===== src/rtl/posit_op_scheduler.sv =====
// Round-robin front end that serialises two requesters onto one posit_top; rsp_valid rises >= 3 cycles after accept.
// Backpressure: a stalled response (rsp_ready low) holds every rsp_* field and keeps both request readies low.
module posit_op_scheduler #(
  parameter int posit_width = 8,
  parameter int es          = 1,
  parameter int TIMEOUT     = 64
) (
  input  logic                   clk,
  input  logic                   reset,
  input  logic                   req0_valid,
  output logic                   req0_ready,
  input  logic [1:0]             req0_opcode,
  input  logic [posit_width-1:0] req0_a,
  input  logic [posit_width-1:0] req0_b,
  input  logic                   req1_valid,
  output logic                   req1_ready,
  input  logic [1:0]             req1_opcode,
  input  logic [posit_width-1:0] req1_a,
  input  logic [posit_width-1:0] req1_b,
  output logic                   rsp_valid,
  input  logic                   rsp_ready,
  output logic                   rsp_id,
  output logic [posit_width-1:0] rsp_result,
  output logic                   rsp_zero,
  output logic                   rsp_timeout,
  output logic                   pu_start,
  output logic [1:0]             pu_opcode,
  output logic [posit_width-1:0] pu_a,
  output logic [posit_width-1:0] pu_b,
  input  logic                   pu_done,
  input  logic                   pu_zero,
  input  logic [posit_width-1:0] pu_result,
  output logic                   busy
);

  if (TIMEOUT < 2 || TIMEOUT > 65535) begin : g_bad_timeout
    $error("posit_op_scheduler: TIMEOUT out of range");
  end
  if (es < 0 || es >= posit_width) begin : g_bad_es
    $error("posit_op_scheduler: es out of range");
  end

  localparam logic [15:0] WD_LAST = 16'(TIMEOUT - 1);

  typedef enum logic [2:0] {IDLE, ISSUE, WAIT, CAPTURE, RESP} state_t;

  state_t      state;
  logic        rr_ptr;
  logic [15:0] wd_cnt;
  logic        grant_any;
  logic        grant_id;

  always_comb begin
    grant_any = req0_valid | req1_valid;
    if (req0_valid && req1_valid) grant_id = rr_ptr;
    else                          grant_id = req1_valid;
  end

  assign req0_ready = (state == IDLE) && grant_any && !grant_id;
  assign req1_ready = (state == IDLE) && grant_any &&  grant_id;
  assign busy       = (state != IDLE);

  always_ff @(posedge clk) begin
    if (reset) begin
      state       <= IDLE;
      rr_ptr      <= 1'b0;
      wd_cnt      <= '0;
      pu_start    <= 1'b0;
      pu_opcode   <= '0;
      pu_a        <= '0;
      pu_b        <= '0;
      rsp_valid   <= 1'b0;
      rsp_id      <= 1'b0;
      rsp_result  <= '0;
      rsp_zero    <= 1'b0;
      rsp_timeout <= 1'b0;
    end else begin
      pu_start <= 1'b0;
      unique case (state)
        IDLE: begin
          if (grant_any) begin
            pu_opcode <= grant_id ? req1_opcode : req0_opcode;
            pu_a      <= grant_id ? req1_a      : req0_a;
            pu_b      <= grant_id ? req1_b      : req0_b;
            rsp_id    <= grant_id;
            rr_ptr    <= ~grant_id;
            pu_start  <= 1'b1;
            state     <= ISSUE;
          end
        end
        ISSUE: begin
          // The start cycle itself is charged to the watchdog budget.
          wd_cnt <= 16'd1;
          state  <= WAIT;
        end
        WAIT: begin
          wd_cnt <= wd_cnt + 16'd1;
          if (pu_done) begin
            state <= CAPTURE;
          end else if (wd_cnt == WD_LAST) begin
            rsp_result  <= '0;
            rsp_zero    <= 1'b0;
            rsp_timeout <= 1'b1;
            rsp_valid   <= 1'b1;
            state       <= RESP;
          end
        end
        CAPTURE: begin
          rsp_result  <= pu_result;
          rsp_zero    <= pu_zero;
          rsp_timeout <= 1'b0;
          rsp_valid   <= 1'b1;
          state       <= RESP;
        end
        RESP: begin
          if (rsp_ready) begin
            rsp_valid <= 1'b0;
            state     <= IDLE;
          end
        end
        default: state <= IDLE;
      endcase
    end
  end

  a_one_ready: assert property (@(posedge clk) disable iff (reset) !(req0_ready && req1_ready));
  a_start_pulse: assert property (@(posedge clk) disable iff (reset) pu_start |=> !pu_start);

endmodule


===== config.mk =====
export PLATFORM = sky130hd
export DESIGN_NAME = posit_op_scheduler
export DESIGN_NICKNAME = d
export VERILOG_FILES = /design/src/rtl/posit_op_scheduler.sv
export SDC_FILE = /design/constraint.sdc
export NUM_CORES = 1
export LEC_CHECK = 0
export ABC_AREA = 1
export CAP_MARGIN = 20
export CELL_PAD_IN_SITES_DETAIL_PLACEMENT = 0
export CELL_PAD_IN_SITES_GLOBAL_PLACEMENT = 1
export CORE_AREA = 2 2 98 100
export DETAILED_ROUTE_END_ITERATION = 6
export DIE_AREA = 0 0 100 102
export GPL_TIMING_DRIVEN = 0
export HOLD_SLACK_MARGIN = 0.12
export PLACE_DENSITY_LB_ADDON = 0.1
export RECOVER_POWER = 25
export SYNTH_ARGS = -nofsm -noshare
export SYNTH_HDL_FRONTEND = slang
export SYNTH_SLANG_ARGS = --single-unit

===== constraint.sdc =====
create_clock -name clk -period 1.37 [get_ports clk]
set_input_delay 0.274 -clock clk [delete_from_list [all_inputs] [get_ports clk]]
set_output_delay 0.274 -clock clk [all_outputs]
set_load 0.05 [all_outputs]

==> qor.csv, run 1 <==
stage;metric;value;unit
floorplan;Row Count;35;
layout;number of flip-flops under the largest register name;16;
clock_network;number of buffers inserted to repair setup after CTS;18;
detailed_routing;wire length on met2;3620;um
power;total internal power;3.71;mW
clock_network;hold-fix buffer count after cts;0;
logic_synthesis;mux share;0;%
clock_network;Clk Tree Root Cell;sky130_fd_sc_hd__clkbuf_8;
final_timing;Slew headroom;56.2;%
detailed_routing;M1 WL;3590;um
detailed_routing;mean number of vias per cell;4.50;
logic_synthesis;Synth Register Bits;51;
power;total power divided by cell area;1670;mW/mm^2
detailed_routing;number of routed nets with antenna violations;0;
critical_path;type of origin of the critical path;flop;
power;static leakage;1.67;nW
power;total power of the final layout;6.82;mW
status;violated checks;setup timing;
layout;number of diodes added for antenna fixing;0;
final_timing;final setup slack of the worst path;-0.348;ns
clock_network;TritonCTS buffer count;5;
logic_synthesis;distinct lib cells;30;
logic_synthesis;area of the mapped netlist;0.00248;sq mm
floorplan;# IOs;85;
logic_synthesis;commonest register cell after synthesis;sky130_fd_sc_hd__dfxtp_1;
layout;most instantiated logic cells after routing;125 x sky130_fd_sc_hd__nand2_1, 48 x sky130_fd_sc_hd__clkdlybuf4s50_1, 36 x sky130_fd_sc_hd__dfxtp_1, 31 x sky130_fd_sc_hd__a21oi_1, 28 x sky130_fd_sc_hd__nand3_1;
detailed_routing;Detailed Routing Iterations Pass 1;4;
detailed_routing;Iteration-0 DRC Markers;61;
critical_path;reg-to-reg critical path endpoint;wd_cnt[10];
final_timing;setup violation total in the final timing report;23;
place;worst setup slack before clock tree synthesis;-1.15;ns
run;tool warnings;29;
place;RD Place Congestion;0.782;
place;placed instance area;0.00348;sq mm
clock_network;clock tree from TritonCTS;yes;
final_timing;slew at the pin with the worst max-slew slack;0.657;ns
power;fraction of power consumed by sequential logic;28.2;%
floorplan;die area;0.0102;sq mm
layout;multi-input logic area;0.00148;sq mm
clock_network;maximum count of clock buffers along a single path;2;
detailed_routing;Routed WL per cell;12.8;um
critical_path;slowest stage cell on the critical path;sky130_fd_sc_hd__dfxtp_4;
layout;Top reg by flops;wd_cnt;
layout;non-filler instance count after layout;604;
grt;pin count of the biggest net entering global routing;19;
floorplan;standard cell core area;0.00911;sq mm
min_path;type of the worst min-delay path;reg2reg;
final_timing;maximum operating frequency;582;MHz
place;Port-buffer cells;84;
grt;met2 track utilization from global routing;24.7;%
detailed_routing;Vias;2715;
layout;final non-filler cell area;0.00407;sq mm
critical_path;buffers plus inverters on the worst setup path;5;
layout;layout cells sized above 1;31.8;%
logic_synthesis;Dominant cell area share;41.1;%
detailed_routing;DR DRC count;0;
grt;total global-route track usage;15.3;%
detailed_routing;detailed-routed wire length on met3;427;um
power;maximum VDD drop;956;uV
critical_path;capture point of the worst path;req0_ready;
critical_path;Worst R2R Setup Slack;-0.11;ns
logic_synthesis;number of enable-type register cells in the synthesized netlist;0;
logic_synthesis;Async S/R FF share, synth;0;%
power;switching fraction of total power;45.6;%
logic_synthesis;count of instantiated cells in the yosys netlist;373;
critical_path;kind of critical path;reg2out;
run;# Max-Cap Violations;0;
detailed_routing;DR top layer;met4;
critical_path;family with the most delay on the worst path;buffers and inverters;
clock_network;total clock sinks;51;
layout;most common library cell in the layout ignoring fill and taps;sky130_fd_sc_hd__nand2_1;
logic_synthesis;floorplan net count;425;
layout;P&R area growth vs syn;64.1;%
logic_synthesis;adder and majority gate portion of the synthesized area;0.504;%
final_timing;final setup TNS;-1.91;ns
power;group drawing the most power;combinational cells;
power;share of power burned in the clock network;14.1;%
floorplan;core utilization before placement;27.3;%
clock_network;cells resized by post-CTS repair;152;
final_timing;setup repair after global routing missed its margin;yes;
critical_path;Worst path depth;9;
grt;global-route wire length before repair;12400;um
status;result of the run;finished with violations;
logic_synthesis;top cell types by occurrence after synthesis;139 x sky130_fd_sc_hd__nand2_1, 51 x sky130_fd_sc_hd__dfxtp_1, 42 x sky130_fd_sc_hd__a21oi_1;
power;total net switching power;3.11;mW
critical_path;data arrival time of the critical path;1.44;ns
critical_path;Worst path max stage delay;0.37;ns
grt;vias in the first global route;2568;
-- run 1: how the worst min path moves through the flow --
| stage | from | to | slack, ns | depth (start not counted) |
|---|---|---|---|---|
| 5_1_grt | pu_a[3] | pu_a[3] | 0.49 | 2 |
| 2_1_floorplan | pu_result[0] | rsp_result[0] | 0.42 | 2 |
| 3_3_place_gp | rsp_result[0] | rsp_result[0] | 0.45 | 2 |
| 3_5_place_dp | rsp_result[0] | rsp_result[0] | 0.45 | 2 |
| 4_1_cts | pu_a[7] | pu_a[7] | 0.47 | 2 |
| 6_report | pu_a[7] | pu_a[7] | 0.46 | 2 |
-- run 1: cell type report --
type,instances,area share (%)
sequential,51,25.9
tap,111,3.41
timing repair buffer,112,25.9
inverter,27,2.89
multi-input combinational,279,36.3
clock inverter,3,0.707
clock buffer,5,1.69
buffer,16,3.20
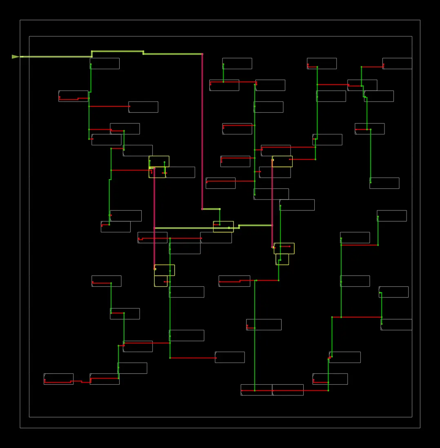
Fig. 1. Clock wiring as the flow saved it (run 1).
flop count: 51
clock buffer instance count of the final layout: 5
clock tree skew after final layout: 0.0142 ns
insertion delay of the later-clocked pin in the worst-skew pair: 0.32 ns

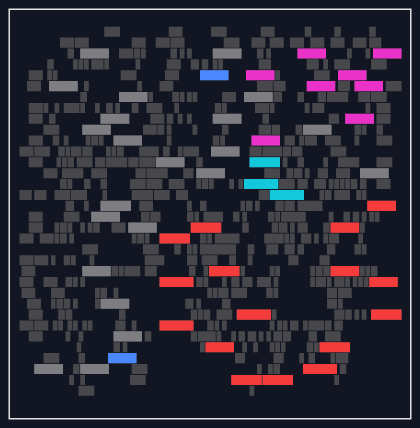
Fig. 2. Register map, names as in the netlist (run 1).
Drawn at 4 px/um. Other sequential cells in the stronger gray, the rest of the logic in the fainter gray.
rsp_result: drawn in magenta, flops 8, where north-east. wd_cnt: drawn in red, flops 16. state: drawn in cyan, flops 3. pu_opcode: drawn in blue, flops 2.
Another 22 sequential cells are not colored.

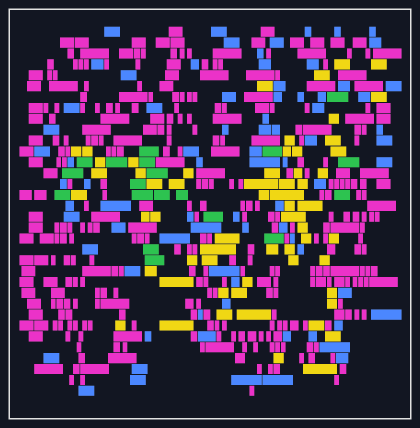
Fig. 3. Drive-strength map (run 1).
Drawn at 4 px/um.
x1 and smaller: drawn in magenta, cells 336, most used nand2_1. x6 and larger: drawn in green, cells 19. x2: drawn in blue, cells 78, most used clkdlybuf4s15_2. x3 and x4: drawn in yellow, cells 60, most used buf_4.

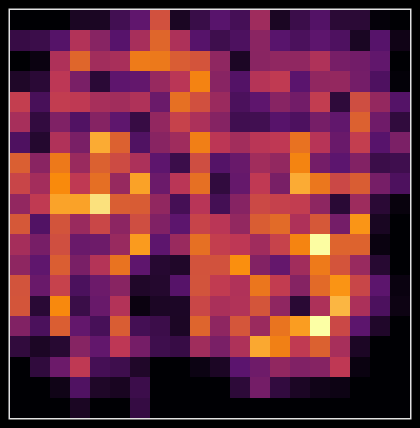
Fig. 4. Signal metal coverage by tile (run 1).
Drawn at 4 px/um. 20 x 20 tiles, from black (low) to pale yellow (high), scaled to the fullest tile. Values are wire area over tile area, all layers added.
The mean over all tiles is 0.12. 26% of the tiles are over half the peak. The densest ninth of the die: west. The fullest tile reaches 0.36.

==> inputs of run 2 (changes only) <==
--- a/config.mk
+++ b/config.mk
@@ -9,9 +9,9 @@
 export CAP_MARGIN = 20
 export CELL_PAD_IN_SITES_DETAIL_PLACEMENT = 0
 export CELL_PAD_IN_SITES_GLOBAL_PLACEMENT = 1
-export CORE_AREA = 2 2 98 100
+export CORE_AREA = 2 2 93 95
 export DETAILED_ROUTE_END_ITERATION = 6
-export DIE_AREA = 0 0 100 102
+export DIE_AREA = 0 0 95 97
 export GPL_TIMING_DRIVEN = 0
 export HOLD_SLACK_MARGIN = 0.12
 export PLACE_DENSITY_LB_ADDON = 0.1
==> constraint.sdc (replaced) <==
create_clock -name clk -period 1.9 [get_ports clk]
set_input_delay 0.38 -clock clk [delete_from_list [all_inputs] [get_ports clk]]
set_output_delay 0.38 -clock clk [all_outputs]
set_load 0.05 [all_outputs]
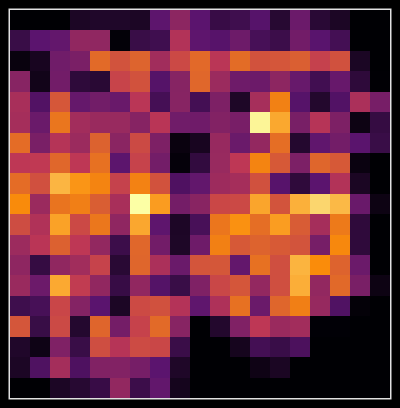
Fig. 5. Signal metal coverage by tile (run 2).
Drawn at 4 px/um. 19 x 19 tiles, from black (low) to pale yellow (high), scaled to the fullest tile. Values are wire area over tile area, all layers added.
29% of the tiles are over half the peak. The mean over all tiles is 0.12. The densest ninth of the die: west. The fullest tile reaches 0.35. 14% of the tiles are nearly empty. The emptiest ninth of the die: south-east.

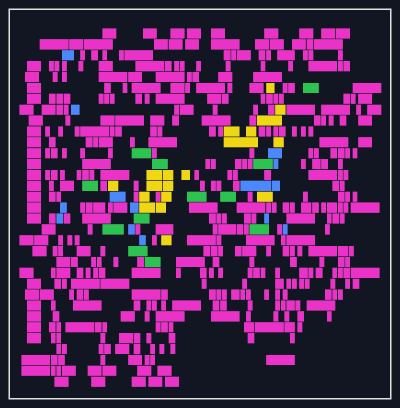
Fig. 6. Drive-strength map (run 2).
Drawn at 4 px/um.
x2: drawn in blue, cells 14. x3 and x4: drawn in yellow, cells 19, most used buf_4. x1 and smaller: drawn in magenta, cells 427, most used nand2_1. x6 and larger: drawn in green, cells 12, most used buf_6.

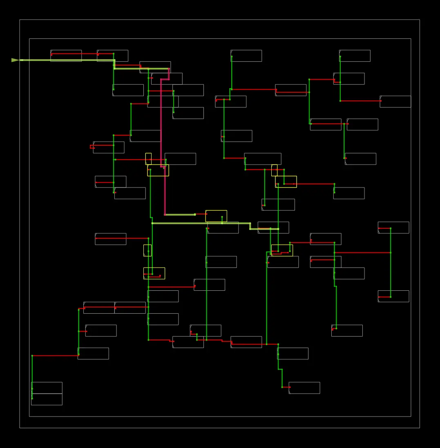
Fig. 7. Clock wiring as the flow saved it (run 2).
total clock sinks: 51
clock tree skew after final layout: 0.0124 ns
TritonCTS buffer count: 5

==> qor.csv, run 2 <==
stage;metric;value;unit;change
status;result of the run;complete, no violations;;was finished with violations
logic_synthesis;commonest register cell after synthesis;sky130_fd_sc_hd__dfxtp_1;;unchanged
critical_path;count of cells along the worst register-to-register path;7;;was 8
detailed_routing;Detailed Routing Iterations Pass 1;4;;unchanged
min_path;end of the worst hold path;pu_b[5];;was pu_a[7]
logic_synthesis;Async S/R FF share, synth;0;%;unchanged
place;Port-buffer cells;84;;unchanged
final_timing;Slew headroom;63.7;%;was 56.2%
critical_path;slowest stage cell on the critical path;sky130_fd_sc_hd__clkdlybuf4s50_1;;was sky130_fd_sc_hd__dfxtp_4
power;switching fraction of total power;45.2;%;was 45.6%
final_timing;setup violation total in the final timing report;0;;was 23
detailed_routing;mean number of vias per cell;4.48;;was 4.50
clock_network;clock tree from TritonCTS;yes;;unchanged
clock_network;insertion delay of the later-clocked pin in the worst-skew pair;0.30;ns;was 0.32 ns
floorplan;# IOs;85;;unchanged
critical_path;family with the most delay on the worst path;buffers and inverters;;unchanged
layout;P&R area growth vs syn;46.4;%;was 64.1%
detailed_routing;Routed WL per cell;11.9;um;was 12.8 um
layout;number of diodes added for antenna fixing;0;;unchanged
detailed_routing;number of routed nets with antenna violations;0;;unchanged
place;placed instance area;0.00345;sq mm;was 0.00348 sq mm
clock_network;Clk Tree Root Cell;sky130_fd_sc_hd__clkbuf_8;;unchanged
layout;most instantiated logic cells after routing;139 x sky130_fd_sc_hd__nand2_1, 78 x sky130_fd_sc_hd__clkdlybuf4s50_1, 49 x sky130_fd_sc_hd__dfxtp_1, 42 x sky130_fd_sc_hd__a21oi_1, 30 x sky130_fd_sc_hd__nor2_1;;was 125 x sky130_fd_sc_hd__nand2_1, 48 x sky130_fd_sc_hd__clkdlybuf4s50_1, 36 x sky130_fd_sc_hd__dfxtp_1, 31 x sky130_fd_sc_hd__a21oi_1, 28 x sky130_fd_sc_hd__nand3_1
critical_path;Worst path max stage delay;0.51;ns;was 0.37 ns
logic_synthesis;Synth Register Bits;51;;unchanged
clock_network;hold-fix buffer count after cts;0;;unchanged
critical_path;reg-to-reg critical path endpoint;wd_cnt[12];;was wd_cnt[10]
logic_synthesis;top cell types by occurrence after synthesis;139 x sky130_fd_sc_hd__nand2_1, 51 x sky130_fd_sc_hd__dfxtp_1, 42 x sky130_fd_sc_hd__a21oi_1;;unchanged
floorplan;Row Count;33;;was 35
critical_path;data arrival time of the critical path;1.49;ns;was 1.44 ns
logic_synthesis;Dominant cell area share;41.1;%;unchanged
critical_path;capture point of the worst path;req0_ready;;unchanged
layout;final non-filler cell area;0.00363;sq mm;was 0.00407 sq mm
detailed_routing;DR DRC count;0;;unchanged
critical_path;type of origin of the critical path;input pin;;was flop
min_path;type of the worst min-delay path;reg2reg;;unchanged
layout;Top reg by flops;wd_cnt;;unchanged
power;group drawing the most power;combinational cells;;unchanged
min_path;hold path cells;2;;unchanged
clock_network;Reg clk slew, reported paths;0.09;ns;was 0.11 ns
grt;global-route wire length before repair;11400;um;was 12400 um
logic_synthesis;area of the mapped netlist;0.00248;sq mm;unchanged
final_timing;final setup slack of the worst path;0.0295;ns;was -0.348 ns
floorplan;standard cell core area;0.00813;sq mm;was 0.00911 sq mm
critical_path;Worst path depth;7;;was 9
power;fraction of power consumed by sequential logic;31.4;%;was 28.2%
power;maximum VDD drop;501;uV;was 956 uV
grt;total global-route track usage;15.3;%;about the same
logic_synthesis;distinct lib cells;30;;unchanged
power;share of power burned in the clock network;13.9;%;was 14.1%
logic_synthesis;mux share;0;%;unchanged
run;tool warnings;26;;was 29
place;RD Place Congestion;0.818;;was 0.782
min_path;startpoint of the most critical hold path;pu_b[5];;was pu_a[7]
detailed_routing;Iteration-0 DRC Markers;71;;was 61
power;static leakage;1.50;nW;was 1.67 nW
layout;non-filler instance count after layout;577;;was 604
logic_synthesis;count of instantiated cells in the yosys netlist;373;;unchanged
clock_network;maximum count of clock buffers along a single path;2;;unchanged
layout;most common library cell in the layout ignoring fill and taps;sky130_fd_sc_hd__nand2_1;;unchanged
floorplan;core utilization before placement;30.5;%;was 27.3%
place;worst setup slack before clock tree synthesis;-0.852;ns;was -1.15 ns
power;power of the sequential group;1.38;mW;was 1.93 mW
run;# Max-Cap Violations;0;;unchanged
power;total internal power;2.40;mW;was 3.71 mW
logic_synthesis;adder and majority gate portion of the synthesized area;0.504;%;unchanged
critical_path;required arrival time at the worst endpoint;1.52;ns;was 1.10 ns
final_timing;count of pins over their slew limit;0;;unchanged
floorplan;die area;0.00922;sq mm;was 0.0102 sq mm
critical_path;buffers plus inverters on the worst setup path;5;;unchanged
grt;vias in the first global route;2458;;was 2568
power;total power divided by cell area;1210;mW/mm^2;was 1670 mW/mm^2
power;total power of the final layout;4.38;mW;was 6.82 mW
detailed_routing;Vias;2584;;was 2715
layout;number of flip-flops under the largest register name;16;;unchanged
critical_path;Worst R2R Setup Slack;0.31;ns;was -0.11 ns
logic_synthesis;floorplan net count;425;;unchanged
power;total net switching power;1.98;mW;was 3.11 mW
layout;layout cells sized above 1;9.53;%;was 31.8%
final_timing;slew at the pin with the worst max-slew slack;0.543;ns;was 0.657 ns
grt;pin count of the biggest net entering global routing;15;;was 19
final_timing;maximum operating frequency;535;MHz;
-- run 2: cell counts after synthesis --
No cell type changed its count.
-- run 2: area by class of cell --
cell class / instances / area [sq um]
Timing Repair Buffer: 92 / 908
Clock buffer: 7 / 76.3
Fill cell: 860 / 4500
Multi-Input combinational cell: 279 / 1270
Clock inverter: 1 / 5.00
Buffer: 15 / 109
Inverter: 27 / 106
Sequential cell: 51 / 1030
Tap cell: 105 / 131
-- run 2: per-layer routing --
metal  share of wire, %  GRT usage, %  up-vias
li1                   -             -     1392
met1                 45          19.5     1136
met2                 47          25.2       54
met3                6.7          4.98        2
met4               0.54          3.34        0
met5                  0             0        -
-- run 2: what timing repair did --
action / 4_1_cts / 5_1_grt
setup endpoints to repair: 3 / 4
setup buffers: 3 / 5
pin swaps: 0 / 2
resized: 27 / 7
==> inputs of run 3 (changes only) <==
--- a/config.mk
+++ b/config.mk
@@ -9,9 +9,10 @@
 export CAP_MARGIN = 20
 export CELL_PAD_IN_SITES_DETAIL_PLACEMENT = 0
 export CELL_PAD_IN_SITES_GLOBAL_PLACEMENT = 1
-export CORE_AREA = 2 2 93 95
+export CORE_AREA = 2 2 80 82
 export DETAILED_ROUTE_END_ITERATION = 6
-export DIE_AREA = 0 0 95 97
+export DIE_AREA = 0 0 82 84
+export DONT_BUFFER_PORTS = 1
 export GPL_TIMING_DRIVEN = 0
 export HOLD_SLACK_MARGIN = 0.12
 export PLACE_DENSITY_LB_ADDON = 0.1
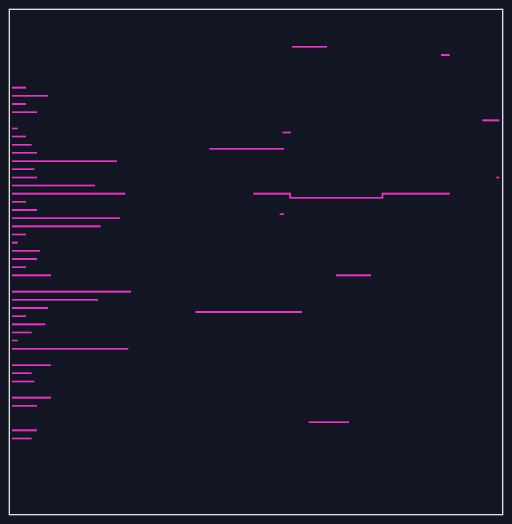
Fig. 8. Met3 routing (run 3).
Drawn at 6 px/um.
The longest straight run is 19.6 um. 45 nets have wire on it. The layer carries 323 um of wire. The wires run mostly horizontal. The layer holds 5.4% of the routed length.

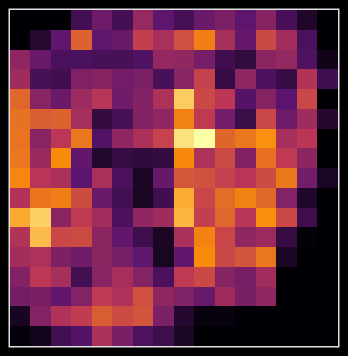
Fig. 9. Signal metal coverage by tile (run 3).
Drawn at 4 px/um. 16 x 17 tiles, from black (low) to pale yellow (high), scaled to the fullest tile. Values are wire area over tile area, all layers added.
The emptiest ninth of the die: south-east. The fullest tile reaches 0.40. The densest ninth of the die: west. 26% of the tiles are over half the peak. 13% of the tiles are nearly empty.

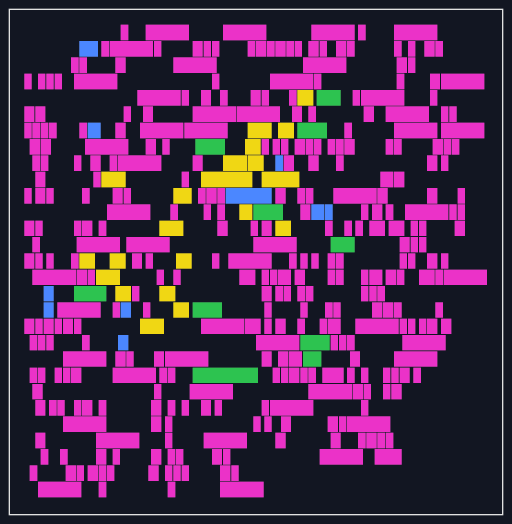
Fig. 10. Drive-strength map (run 3).
Drawn at 6 px/um.
x1 and smaller: drawn in magenta, cells 345, most used nand2_1. x2: drawn in blue, cells 10, most used buf_2. x3 and x4: drawn in yellow, cells 21, most used buf_4. x6 and larger: drawn in green, cells 10, most used clkbuf_8.

==> qor.csv, run 3 <==
stage;metric;value;unit;change
final_timing;setup violation total in the final timing report;0;;unchanged
grt;pin count of the biggest net entering global routing;18;;was 15
layout;most instantiated logic cells after routing;138 x sky130_fd_sc_hd__nand2_1, 49 x sky130_fd_sc_hd__dfxtp_1, 42 x sky130_fd_sc_hd__a21oi_1, 31 x sky130_fd_sc_hd__nor2_1, 30 x sky130_fd_sc_hd__nand3_1;;was 139 x sky130_fd_sc_hd__nand2_1, 78 x sky130_fd_sc_hd__clkdlybuf4s50_1, 49 x sky130_fd_sc_hd__dfxtp_1, 42 x sky130_fd_sc_hd__a21oi_1, 30 x sky130_fd_sc_hd__nor2_1
place;worst setup slack before clock tree synthesis;-0.0889;ns;was -0.852 ns
logic_synthesis;Async S/R FF share, synth;0;%;unchanged
place;Port-buffer cells;0;;was 84
clock_network;TritonCTS buffer count;5;;unchanged
clock_network;hold-fix buffer count after cts;0;;unchanged
layout;layout cells sized above 1;10.6;%;was 9.53%
detailed_routing;detailed-routed wire length on met3;323;um;was 462 um
logic_synthesis;Synth Register Bits;51;;unchanged
critical_path;kind of critical path;reg2out;;was in2out
power;total power of the final layout;4.08;mW;was 4.38 mW
final_timing;setup repair after global routing missed its margin;yes;;
min_path;end of the worst hold path;rsp_result[5];;was pu_b[5]
final_timing;slew at the pin with the worst max-slew slack;0.554;ns;was 0.543 ns
logic_synthesis;floorplan net count;425;;unchanged
detailed_routing;Vias;2314;;was 2584
power;total power divided by cell area;1470;mW/mm^2;was 1210 mW/mm^2
grt;total global-route track usage;18.5;%;was 15.3%
clock_network;insertion delay of the later-clocked pin in the worst-skew pair;0.31;ns;was 0.30 ns
final_timing;clock tree skew after final layout;0.00934;ns;was 0.0124 ns
critical_path;required arrival time at the worst endpoint;1.52;ns;about the same
place;placed instance area;0.00258;sq mm;was 0.00345 sq mm
logic_synthesis;top cell types by occurrence after synthesis;139 x sky130_fd_sc_hd__nand2_1, 51 x sky130_fd_sc_hd__dfxtp_1, 42 x sky130_fd_sc_hd__a21oi_1;;unchanged
floorplan;die area;0.00689;sq mm;was 0.00922 sq mm
floorplan;Row Count;29;;was 33
logic_synthesis;distinct lib cells;30;;unchanged
power;total net switching power;1.93;mW;was 1.98 mW
floorplan;standard cell core area;0.00610;sq mm;was 0.00813 sq mm
min_path;startpoint of the most critical hold path;pu_result[5];;was pu_b[5]
final_timing;Slew headroom;63.1;%;was 63.7%
grt;routing usage on met1;24.1;%;was 19.5%
power;total internal power;2.14;mW;was 2.40 mW
critical_path;type of origin of the critical path;flop;;was input pin
clock_network;total clock sinks;51;;unchanged
grt;met2 track utilization from global routing;30.1;%;was 25.2%
power;switching fraction of total power;47.4;%;was 45.2%
layout;non-filler instance count after layout;463;;was 577
logic_synthesis;commonest register cell after synthesis;sky130_fd_sc_hd__dfxtp_1;;unchanged
critical_path;reg-to-reg critical path endpoint;wd_cnt[12];;unchanged
grt;routing usage on met3;5.09;%;was 4.98%
run;tool warnings;28;;was 26
layout;number of diodes added for antenna fixing;0;;unchanged
detailed_routing;mean number of vias per cell;5.00;;was 4.48
critical_path;data arrival time of the critical path;1.49;ns;about the same
clock_network;Clk Tree Root Cell;sky130_fd_sc_hd__clkbuf_8;;unchanged
power;fraction of power consumed by sequential logic;46.3;%;was 31.4%
critical_path;capture point of the worst path;req0_ready;;unchanged
floorplan;# IOs;85;;unchanged
logic_synthesis;count of instantiated cells in the yosys netlist;373;;unchanged
final_timing;count of pins over their slew limit;0;;unchanged
logic_synthesis;adder and majority gate portion of the synthesized area;0.504;%;unchanged
detailed_routing;Routed WL per cell;13.0;um;was 11.9 um
logic_synthesis;area of the mapped netlist;0.00248;sq mm;unchanged
grt;global-route wire length before repair;10200;um;was 11400 um
status;result of the run;complete, no violations;;unchanged
logic_synthesis;mux share;0;%;unchanged
final_timing;final setup TNS;0;ns;unchanged
power;share of power burned in the clock network;19.1;%;was 13.9%
clock_network;Reg clk slew, reported paths;0.10;ns;was 0.09 ns
logic_synthesis;number of enable-type register cells in the synthesized netlist;0;;unchanged
detailed_routing;DR DRC count;0;;unchanged
grt;vias in the first global route;2185;;was 2458
min_path;hold path cells;2;;unchanged
place;RD Place Congestion;0.810;;was 0.818
final_timing;post-layout period usage;98.5;%;was 98.4%
clock_network;cells resized by post-CTS repair;12;;was 27
power;maximum VDD drop;728;uV;was 501 uV
layout;most common library cell in the layout ignoring fill and taps;sky130_fd_sc_hd__nand2_1;;unchanged
critical_path;Worst R2R Setup Slack;0.33;ns;was 0.31 ns
power;group drawing the most power;registers;;was combinational cells
detailed_routing;M1 WL;2760;um;was 3130 um
detailed_routing;DR top layer;met4;;unchanged
power;static leakage;1.14;nW;was 1.50 nW
clock_network;clock tree from TritonCTS;yes;;unchanged
detailed_routing;Iteration-0 DRC Markers;102;;was 71
[run 3: critical path: stages, from the launching register on]
cell and delay [ns]:
sky130_fd_sc_hd__dfxtp_4 0.36, sky130_fd_sc_hd__inv_4 0.06, sky130_fd_sc_hd__nand2_4 0.04, sky130_fd_sc_hd__nor2_4 0.13, sky130_fd_sc_hd__clkinv_4 0.16, sky130_fd_sc_hd__nor2_4 0.16, sky130_fd_sc_hd__nand2_4 0.07, sky130_fd_sc_hd__clkinvlp_4 0.20
[run 3: final cells by class]
class | instances | area, sq um
Buffer | 15 | 98.8
Clock buffer | 5 | 68.8
Clock inverter | 3 | 46.3
Fill cell | 636 | 3330
Inverter | 27 | 113
Multi-Input combinational cell | 279 | 1270
Sequential cell | 51 | 1030
Tap cell | 77 | 96.3
Timing Repair Buffer | 6 | 45.0
Power is estimated from default activity; no workload was simulated.
